--- src/rtl/fetch_stage.sv ---
// fetch_stage: instruction-fetch stage and IF/ID pipeline register.
// Holds the PC, drives the instruction-memory address and registers the
// fetched word for decode. Redirect flushes IF/ID with a NOP bubble and
// takes priority over the load-use stall.
// Optional macro FETCH_PERF_CNT_EN adds saturating stall/flush counters;
// when undefined, both counter ports are tied to zero.
module fetch_stage #(
  parameter logic [31:0] RESET_PC = 32'h00000000,
  parameter logic [31:0] NOP_INSR = 32'h00000013
) (
  input  logic        clk,
  input  logic        rst_n,
  input  logic        hazard_stall,
  input  logic        redirect,
  input  logic [31:0] redirect_pc,
  output logic [31:0] imem_addr,
  input  logic [31:0] imem_insr,
  output logic [31:0] if_insr,
  output logic [31:0] if_pc,
  output logic        if_valid,
  output logic [31:0] stall_cnt,
  output logic [31:0] flush_cnt
);

  logic [31:0] pc_q, pc_d;
  logic [31:0] if_insr_q, if_insr_d;
  logic [31:0] if_pc_q, if_pc_d;
  logic        if_valid_q, if_valid_d;

  // Next-state selection: redirect beats stall, stall beats normal advance.
  always_comb begin
    pc_d       = pc_q;
    if_insr_d  = if_insr_q;
    if_pc_d    = if_pc_q;
    if_valid_d = if_valid_q;
    if (redirect) begin
      pc_d       = redirect_pc & ~32'h00000003;
      if_insr_d  = NOP_INSR;
      if_pc_d    = pc_q;
      if_valid_d = 1'b0;
    end else if (!hazard_stall) begin
      pc_d       = pc_q + 32'd4;
      if_insr_d  = imem_insr;
      if_pc_d    = pc_q;
      if_valid_d = 1'b1;
    end
  end

  // PC and IF/ID register, asynchronously reset to a bubble at RESET_PC.
  always_ff @(posedge clk or negedge rst_n) begin
    if (!rst_n) begin
      pc_q       <= RESET_PC;
      if_insr_q  <= NOP_INSR;
      if_pc_q    <= 32'h00000000;
      if_valid_q <= 1'b0;
    end else begin
      pc_q       <= pc_d;
      if_insr_q  <= if_insr_d;
      if_pc_q    <= if_pc_d;
      if_valid_q <= if_valid_d;
    end
  end

  assign imem_addr = pc_q;
  assign if_insr   = if_insr_q;
  assign if_pc     = if_pc_q;
  assign if_valid  = if_valid_q;

`ifdef FETCH_PERF_CNT_EN
  logic [31:0] stall_cnt_q;
  logic [31:0] flush_cnt_q;

  // Saturating counters of stalled cycles and taken redirects.
  always_ff @(posedge clk or negedge rst_n) begin
    if (!rst_n) begin
      stall_cnt_q <= 32'h00000000;
      flush_cnt_q <= 32'h00000000;
    end else begin
      if (redirect && (flush_cnt_q != 32'hFFFFFFFF))
        flush_cnt_q <= flush_cnt_q + 32'd1;
      if (hazard_stall && !redirect && (stall_cnt_q != 32'hFFFFFFFF))
        stall_cnt_q <= stall_cnt_q + 32'd1;
    end
  end

  assign stall_cnt = stall_cnt_q;
  assign flush_cnt = flush_cnt_q;
`else
  assign stall_cnt = 32'h00000000;
  assign flush_cnt = 32'h00000000;
`endif

endmodule

--- config.mk ---
export PLATFORM = sky130hd
export DESIGN_NAME = fetch_stage
export DESIGN_NICKNAME = d
export VERILOG_FILES = /design/src/rtl/fetch_stage.sv
export SDC_FILE = /design/constraint.sdc
export NUM_CORES = 1
export LEC_CHECK = 0
export ABC_AREA = 0
export CORE_MARGIN = 2
export CORE_UTILIZATION = 26
export CTS_CLUSTER_SIZE = 24
export DETAILED_ROUTE_END_ITERATION = 8
export GPL_TIMING_DRIVEN = 0
export PLACE_DENSITY_LB_ADDON = 0.25
export SLEW_MARGIN = 20
export SYNTH_ARGS = -nofsm -noshare
export SYNTH_HDL_FRONTEND = slang
export SYNTH_SLANG_ARGS = --single-unit
export TNS_END_PERCENT = 50
--- constraint.sdc ---
create_clock -name clk -period 4.85 [get_ports clk]
set_clock_uncertainty 0.1 [all_clocks]
set_input_delay 0.7275 -clock clk [delete_from_list [all_inputs] [get_ports clk]]
set_output_delay 0.7275 -clock clk [all_outputs]
set_load 0.01 [all_outputs]
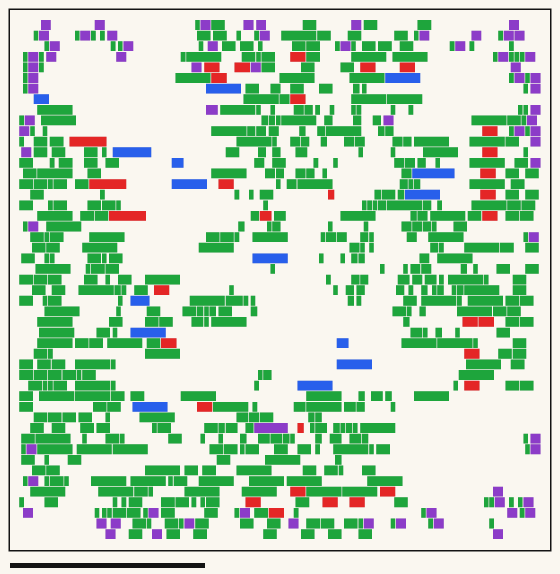
(images/drive_strength.png)
The bar under the picture is 50 um long.
[drive 1 or less] green | cells: 576
[drive 2] red | cells: 32
[drive 6 and up] blue | cells: 15
[drive 3 to 4] purple | cells: 71

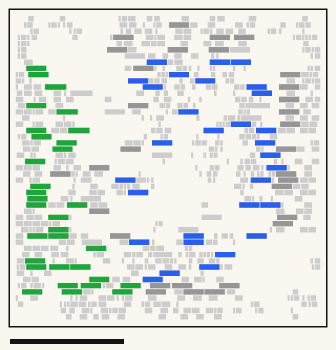
(images/registers.png)
The bar under the picture is 50 um long.
[if_insr] green | flops: 32
[imem_addr] blue | flops: 30
not colored: 31

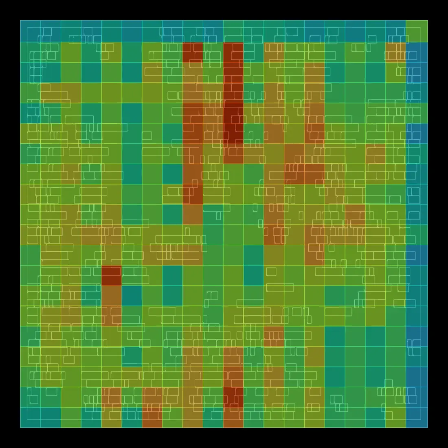
(images/final_congestion.png)
grt met2 use: 0.226
most used routing layer: met2
GR Util met1: 0.176
GRT Overall Usage: 0.143

## logic make-up (layout without fill, tap and decap cells)
| logic type | Yosys count | count (layout) |
|---|---|---|
| xor gates and xnor gates | 11 | 11 |
| AOI/OAI and AO/OA | 49 | 49 |
| other | 1 | 68 |
| buffers and inverters | 99 | 274 |
| muxes | 59 | 59 |
| and+or+nand+nor | 139 | 139 |
| adders and majority gates | 1 | 1 |
| DFF | 93 | 93 |
## power by group
| part | internal [W] | leakage, nW | switching (W) |
|---|---|---|---|
| Combinational | 0.000272 | 1.90 | 0.000204 |
| Sequential | 0.000847 | 1.13 | 0.0000665 |
| Clock | 0.000418 | 0.149 | 0.000320 |
| Total | 0.00154 | 3.18 | 0.000591 |
## state kept, by name (all words and copies together) (netlist names)
signal	flops
if_insr	32
if_pc	30
imem_addr	30
if_valid	1
==> reports/metrics.yaml <==
async_flop_share: 1.00
ctsHoldBuffers: 0
taps: 229
die_area_sq_mm: 0.0192
power_w: 0.00213
final_cell_count_no_fill: 923
antenna_found_initial: 1
drt_first_pass_iters: 4
lay_top_cells: "157 x clkdlybuf4s50_1, 90 x dfrtp_1, 68 x buf_4, 68 x conb_1, 47 x nor2_1"
place_area_sq_mm: 0.00685
slew_headroom: 0.393
globalRouteOverflowTotal: 0
final-clk-cell-share: 0.0430
p_leak_nw: 3.18
drive_above_1_share: 0.170
logic_area_sq_mm: 0.00199
clk_path_buf_depth: 2
synthFlopType: "dfrtp_1"
finalInstanceArea_sq_mm: 0.00716
status: "completed"
flop-count: 93
drcViolationCount: 0
dp_slack_ns: 1.75
muxShareOfSynthArea: 0.133
rr_worst_depth: 6
htreeDepth: 3
drt_iter0_markers: 133
flop_area_sq_mm: 0.00233
crit_fanout: 10
drv_cap: 0
worstSetupStartpoint: "redirect"
top_logic_kind: "simple AND/OR/NAND/NOR gates"
crit_path_start_kind: "primary input"
buf_share: 0.309
area_delta_synth_final_pct: 52.2
largest_area_cell: "dfrtp_1"
buffers: 251
synth_cell_type_count: 40
clock_latency_ns: 0.35
drt_wl_total_mm: 13.7
crit_buf_inv: 4
seq_share: 0.326
required_ns: 4.97
route.met2.wl_mm: 6.34
comb_cells: 327
cts_made_buffers: 9
grt_pass1_vias: 4030
crit_top_cell: "clkbuf_1"
fp-utilization: 0.264
inverters: 7
grt_setup_unrepaired: "false"
vias_per_cell: 4.31
Power and IR drop assume default switching activity.
